<file path="src/rtl/fpga_gpio_pkg.sv">
// Shared constants for the FPGA-side GPIO peripheral.
// Register word offsets on the Avalon-MM slave and the ID word fields.
// No logic here; imported by the top and the debounce channel.
package fpga_gpio_pkg;
   localparam logic [2:0] REG_BTN_STATE = 3'd0;
   localparam logic [2:0] REG_EDGE_CAP  = 3'd1;
   localparam logic [2:0] REG_IRQ_MASK  = 3'd2;
   localparam logic [2:0] REG_LED_OUT   = 3'd3;
   localparam logic [2:0] REG_LED_MODE  = 3'd4;
   localparam logic [2:0] REG_ID        = 3'd5;

   localparam logic [7:0] ID_MAGIC   = 8'h47;
   localparam logic [7:0] ID_VERSION = 8'h01;
endpackage

</file>
<file path="src/rtl/gpio_debounce.sv">
// One button channel: 2-FF synchroniser plus stability counter, active-low in, 1 = pressed out.
// Latency: input stable from edge k is accepted at edge k+1+DEBOUNCE_CYCLES.
// No backpressure; press_o is a single-cycle pulse aligned with the state update.
module gpio_debounce
   import fpga_gpio_pkg::*;
#(
   parameter int DEBOUNCE_CYCLES = 1000000
) (
   input  logic clk_i,
   input  logic rst_i,
   input  logic btn_n_i,
   output logic state_o,
   output logic press_o
);
   localparam int CNT_W = (DEBOUNCE_CYCLES > 2) ? $clog2(DEBOUNCE_CYCLES) : 1;

   logic             sync1_q, sync2_q;
   logic             state_q, state_d;
   logic [CNT_W-1:0] cnt_q, cnt_d;
   logic             cand;

   // Synchroniser resets to released so a held button is not seen as a press during reset
   always_ff @(posedge clk_i or posedge rst_i) begin
      if (rst_i) begin
         sync1_q <= 1'b1;
         sync2_q <= 1'b1;
      end else begin
         sync1_q <= btn_n_i;
         sync2_q <= sync1_q;
      end
   end

   assign cand = ~sync2_q;

   // Count consecutive disagreeing cycles; the count reaching DEBOUNCE_CYCLES-1 accepts the change
   always_comb begin
      state_d = state_q;
      cnt_d   = '0;
      if (cand != state_q) begin
         if (int'(cnt_q) + 1 >= DEBOUNCE_CYCLES - 1) begin
            state_d = cand;
         end else begin
            cnt_d = cnt_q + CNT_W'(1);
         end
      end
   end

   // Debounced state and counter registers
   always_ff @(posedge clk_i or posedge rst_i) begin
      if (rst_i) begin
         state_q <= 1'b0;
         cnt_q   <= '0;
      end else begin
         state_q <= state_d;
         cnt_q   <= cnt_d;
      end
   end

   assign state_o = state_q;
   assign press_o = state_d & ~state_q;
endmodule

</file>
<file path="src/rtl/fpga_gpio_ctrl.sv">
// Avalon-MM GPIO peripheral: debounced buttons with press-edge irq, static/blink LEDs.
// Latency: readdata one cycle after avs_read; writes take effect on the write edge; irq one edge after EDGE_CAP.
// No waitrequest: every access completes in one cycle, the slave never stalls the bridge.
module fpga_gpio_ctrl
   import fpga_gpio_pkg::*;
#(
   parameter int N_BTN           = 3,
   parameter int N_LED           = 3,
   parameter int DEBOUNCE_CYCLES = 1000000,
   parameter int BLINK_DIV       = 25000000
) (
   input  logic             clock_100m,
   input  logic             reset,
   input  logic [2:0]       avs_address,
   input  logic             avs_read,
   input  logic             avs_write,
   input  logic [31:0]      avs_writedata,
   output logic [31:0]      avs_readdata,
   output logic             irq,
   input  logic [N_BTN-1:0] fpga_button,
   output logic [N_LED-1:0] fpga_led
);
   localparam int BL_W = (BLINK_DIV > 2) ? $clog2(BLINK_DIV) : 1;

   logic [N_BTN-1:0] btn_state_w, btn_press_w;
   logic [N_BTN-1:0] cap_q, cap_d;
   logic [N_BTN-1:0] mask_q;
   logic [N_LED-1:0] led_out_q, led_mode_q;
   logic             irq_q;
   logic [31:0]      rdata_q, rdata_d;
   logic [BL_W-1:0]  blink_cnt_q;
   logic             phase_q;
   logic             unused_wdata;

   // Only the low channel bits of writedata are meaningful
   assign unused_wdata = ^avs_writedata;

   for (genvar g = 0; g < N_BTN; g++) begin : g_btn
      gpio_debounce #(.DEBOUNCE_CYCLES(DEBOUNCE_CYCLES)) u_deb (
         .clk_i   (clock_100m),
         .rst_i   (reset),
         .btn_n_i (fpga_button[g]),
         .state_o (btn_state_w[g]),
         .press_o (btn_press_w[g])
      );
   end

   // W1C first, then OR in new presses so a press landing with a clear is never lost
   always_comb begin
      cap_d = cap_q;
      if (avs_write && avs_address == REG_EDGE_CAP) begin
         cap_d = cap_q & ~avs_writedata[N_BTN-1:0];
      end
      cap_d = cap_d | btn_press_w;
   end

   // Read mux samples pre-write state; unused bits and offsets 6/7 read 0
   always_comb begin
      rdata_d = '0;
      case (avs_address)
         REG_BTN_STATE: rdata_d[N_BTN-1:0] = btn_state_w;
         REG_EDGE_CAP:  rdata_d[N_BTN-1:0] = cap_q;
         REG_IRQ_MASK:  rdata_d[N_BTN-1:0] = mask_q;
         REG_LED_OUT:   rdata_d[N_LED-1:0] = led_out_q;
         REG_LED_MODE:  rdata_d[N_LED-1:0] = led_mode_q;
         REG_ID:        rdata_d = {ID_MAGIC, 8'(N_BTN), 8'(N_LED), ID_VERSION};
         default:       rdata_d = '0;
      endcase
   end

   // Register file, edge capture, registered irq and read data
   always_ff @(posedge clock_100m or posedge reset) begin
      if (reset) begin
         cap_q      <= '0;
         mask_q     <= '0;
         led_out_q  <= '0;
         led_mode_q <= '0;
         irq_q      <= 1'b0;
         rdata_q    <= '0;
      end else begin
         cap_q <= cap_d;
         irq_q <= |(cap_q & mask_q);
         if (avs_read) begin
            rdata_q <= rdata_d;
         end
         if (avs_write) begin
            case (avs_address)
               REG_IRQ_MASK: mask_q     <= avs_writedata[N_BTN-1:0];
               REG_LED_OUT:  led_out_q  <= avs_writedata[N_LED-1:0];
               REG_LED_MODE: led_mode_q <= avs_writedata[N_LED-1:0];
               default:      ;
            endcase
         end
      end
   end

   // Free-running blink divider: phase flips every BLINK_DIV cycles, first flip BLINK_DIV after reset
   always_ff @(posedge clock_100m or posedge reset) begin
      if (reset) begin
         blink_cnt_q <= '0;
         phase_q     <= 1'b0;
      end else if (int'(blink_cnt_q) >= BLINK_DIV - 1) begin
         blink_cnt_q <= '0;
         phase_q     <= ~phase_q;
      end else begin
         blink_cnt_q <= blink_cnt_q + BL_W'(1);
      end
   end

   assign fpga_led     = led_out_q & (~led_mode_q | {N_LED{phase_q}});
   assign irq          = irq_q;
   assign avs_readdata = rdata_q;
endmodule

</file>
<file path="config.mk">
export PLATFORM = sky130hd
export DESIGN_NAME = fpga_gpio_ctrl
export DESIGN_NICKNAME = d
export VERILOG_FILES = /design/src/rtl/fpga_gpio_pkg.sv /design/src/rtl/gpio_debounce.sv /design/src/rtl/fpga_gpio_ctrl.sv
export SDC_FILE = /design/constraint.sdc
export NUM_CORES = 1
export LEC_CHECK = 0
export CAP_MARGIN = 30
export CORE_UTILIZATION = 25
export CTS_BUF_LIST = sky130_fd_sc_hd__clkbuf_8
export DETAILED_ROUTE_END_ITERATION = 12
export GPL_TIMING_DRIVEN = 0
export HOLD_SLACK_MARGIN = 0.1
export PLACE_DENSITY = 0.39
export SETUP_SLACK_MARGIN = 0.4
export SLEW_MARGIN = 10
export SYNTH_ARGS = -nofsm -noshare
export SYNTH_HDL_FRONTEND = slang
export SYNTH_SLANG_ARGS = --single-unit
</file>
<file path="constraint.sdc">
create_clock -name clock_100m -period 6.1 [get_ports clock_100m]
set_input_delay 0.61 -clock clock_100m [delete_from_list [all_inputs] [get_ports clock_100m]]
set_output_delay 0.61 -clock clock_100m [all_outputs]
set_load 0.005 [all_outputs]
</file>
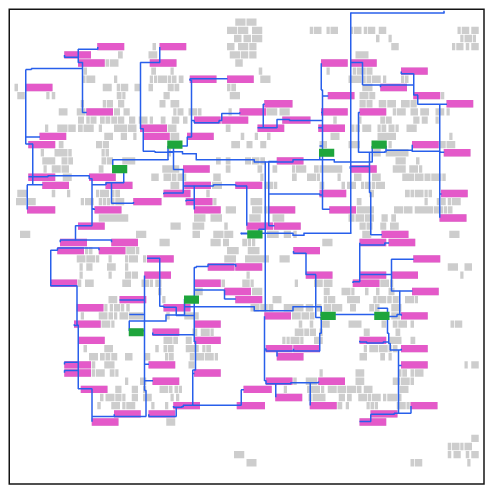
Fig. 1. Clock wires, drivers and flops.
Drawn at 3 px/µm.
legend:
  blue:
    item: clock wires
    length: 1750 µm
  magenta:
    item: flip-flops
    count: 112
  green:
    item: clock drivers
    count: 9
routed clock nets: 10
clock share of power: 32.3%
worst clock skew on the final layout: 15.86 ps
Clock net power: 0.000441 W
clk ins delay skew pair: 390 ps

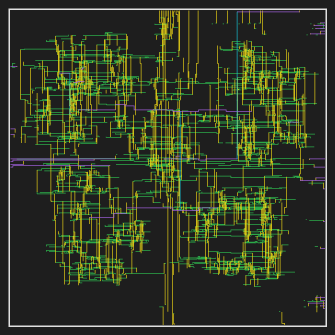
Fig. 2. Routed metal, one color a layer.
Drawn at 2 px/µm.
legend:
  green:
    layer: metal 1
    wire_length: 6390 µm
  cyan:
    layer: metal 4
    wire_length: 144 µm
  purple:
    layer: metal 3
    wire_length: 478 µm
  yellow:
    layer: metal 2
    wire_length: 5990 µm
aggregate routed wire length: 13.01 mm
post-detailed-route wirelength per cell: 13.08 µm
vias: 4313
GRT Resource Usage Total: 11.40%

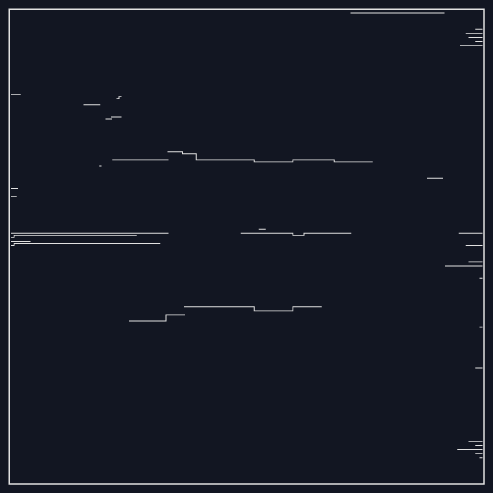
Fig. 3. M3 wires.
Drawn at 3 px/µm.
share of all routed wire: 3.7%
wire length on this layer: 478 µm
nets with wire on the layer: 31
global-route track usage on met3: 3.367%

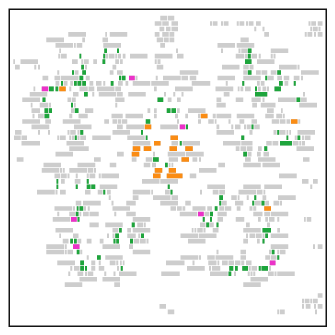
Fig. 4. Selected gate families.
Drawn at 2 px/µm.
legend:
  orange:
    family: multiplexers
    cells: 17
    most_used: mux2_2
    where: center
  magenta:
    family: AND-OR and OR-AND gates
    cells: 7
    most_used: a31o_2
  green:
    family: NAND gates
    cells: 108
    most_used: nand2_1
Cell Count, Final, Fillers Out: 994
multi-input gate share of total cell area: 42.34%

==> impl.org <==
#+TITLE: Flow metrics

** Outcome
- Run status :: completed

** Critical path
- Along the critical path, the tally of buffer and inverter instances is 1.
- Cell breakdown of the critical path :: ha_1, nand3_1, nor4_1, mux2i_1, nand4_1, a211oi_2, o21ai_4, buf_4, nor2_1
- Reg-to-reg setup timing slack :: 3160 ps
- For the worst flop-to-flop path, the logic depth is 9.
- The report shows a maximum critical-path fanout of 10.
- Looking at the reg2reg group, the worst path ends at g_btn[1].u_deb.cnt_q[11].
- Kind of start point of the critical path :: register
- WP depth :: 9
- Data on the critical path is required at its endpoint by roughly 6400 ps.
- Slowest cell delay on critical path :: between 500 and 600 ps
- The timing report attributes the biggest portion of critical-path delay to simple AND/OR/NAND/NOR gates.
- The startpoint identified for the worst register-to-register timing path is g_btn[1].u_deb.cnt_q[0].

** Synthesis
- For this design, Yosys synthesis ends with a cell count of just over 600.
- Area of the synthesized netlist per yosys stat :: 6063 µm²
- FFs w/ async S/R, synth :: 100.0%
- The synthesized netlist handed to floorplanning was reported with a cell count of roughly 600.
- Flip-flops with a built-in enable :: 0
- Tally of yosys warning messages :: 0
- The synthesis run shows the most used standard cells to be dfrtp_1, nor2_1, xnor2_1.
- Cell type contributing the most total cell area after synthesis :: dfrtp_1
- The synthesized design devotes to its leading area cell type between 40% and 50% of total area.
- The commonest register cell is dfrtp_1.
- Counting distinct cell types in the post-synthesis netlist gives 71.
- Synthesized area :: just over 6000 µm²
- In the Yosys report, the sequential cells make up 46.35% of the chip area.
- Most popular library cell in the synthesized design by count :: dfrtp_1

** Place
- The placement stage leaves a total instance area of between 6000 and 7000 µm².
- Place WS :: about 3200 ps

** Finish
- Num sequential :: around 110
- In the final layout, excluding clock inverters the inverter count is 18.
- In the final layout, excluding clock buffers the buffer count is 70.
- The fraction of final cell area spent on clock buffers and inverters in this run is under 10%.
- Register ranked first by flip-flop count :: g_btn.u_deb.cnt_q
- The register with the most flip-flops in the layout has about 60 of them.
- Largest cell class by area :: combinational gates
- Final net count :: 718
- Final Util :: 29.67%
- Across the whole layout, storage elements make up approximately 40% of the cell area.
- Cells with a size suffix above 1 make up approximately 14% of the layout.
- Comb gate area :: about 3000 µm²

** Pwr
- Cell Int Power :: roughly 0.0010 W
- Peak VDD IR :: roughly 0.087 mV
- Sequential power :: between 0.0007 and 0.0008 W
- Proportion of power drawn by flip-flops and latches :: 58.0%
- Leak pwr :: 2.834 nW
- Post-layout power :: 0.001367 W
- Comb. pwr :: about 0.00013 W
- Combinational logic is responsible for between 9 and 10% of the overall power.
- Pwr per Cell Area :: 195.1 nW/µm²
- The power report shows net switching accounting for about a quarter of the total.

** Global route
- The number of global-route vias before repair came to roughly 4400.
- Met1 capacity usage during global routing :: between 10% and 20%
- Global routing met2 resource utilization :: 18.21%
- Routing layer with the top usage in global route :: met2
- Entering global routing, the biggest net connects 85 pins.
- Per the GRT congestion report, total overflow comes to 0.
- The first global-routing pass estimated around 22 mm of wire.

** Worst hold path
- The endpoint of the worst hold path is reported as g_btn[0].u_deb.sync2_q.
- Min-Delay Path Class :: register to register
- Count of cells along the worst hold path :: 0
- In this run the most critical hold path is launched from g_btn[0].u_deb.sync1_q.

** Job
- Max-cap violations :: 0
- Number of OpenROAD warnings :: between 50 and 60

** Floorplan
- Height of the die :: around 160 µm
- The overall die size recorded for this design is between 20000 and 25000 µm².
- Tap insertion was completed with between 300 and 400 tapcells.
- According to the floorplan report, the placeable core area is 23610 µm².
- Number of top-level design ports :: roughly 78
- According to the floorplan report, the die width is between 150 and 200 µm.

** Final timing
- The transition time recorded at the tightest slew-check pin is just over 700 ps.
- Final critical-path share of the clock period :: around half
- Tightest slew margin relative to the limit :: 51.84%
- Min Hold Slack :: 361.9 ps
- Setup slack closes at about 3200 ps.
- Static timing analysis puts the maximum clock frequency at around 0.34 GHz.
- Final Hold Violation Tally :: 0
- Counting pins that exceed their max-slew limit in the final report gives 0.

** Clock tree
- Hold repair after CTS inserted 0 buffers.
- Total setup buffers inserted after CTS :: 0
- The report lists the number of cells resized after CTS as 0.
- Clk root buf :: clkbuf_8

** Detailed routing
- Number of nets with antenna violations after routing :: 0
- Number of violations reported at the end of detailed-routing iteration 0 :: between 150 and 200
- Highest metal layer with signal wires :: met4
layout by cell type (no fill, tap or decap), types with 9 or more instances in the layout:
cell,n
clkbuf_1,9
conb_1,21
xor2_1,34
and3_1,9
nand2_1,40
nor2_1,101
xnor2_1,43
nor3_1,11
nand4_1,21
mux2_2,10
dfrtp_1,106
nand3_1,31
o21ai_0,10
inv_1,18
clkbuf_8,11
clkdlybuf4s50_1,25
buf_4,29
kinds of logic (layout without fill, tap and decap cells):
logic type      count (synthesis)  count (layout)  share of synthesized area [%]
simple gates                  275             275                          23.90
flops                         112             112                          46.35
compound gates                 61              61                          7.945
other cells                     1              22                        0.06185
fa+ha+maj                       7               7                          1.444
xor+xnor                       77              77                          11.12
buf+inv                        62             104                          5.963
mux                            17              17                          3.219
Power is estimated from default activity; no workload was simulated.
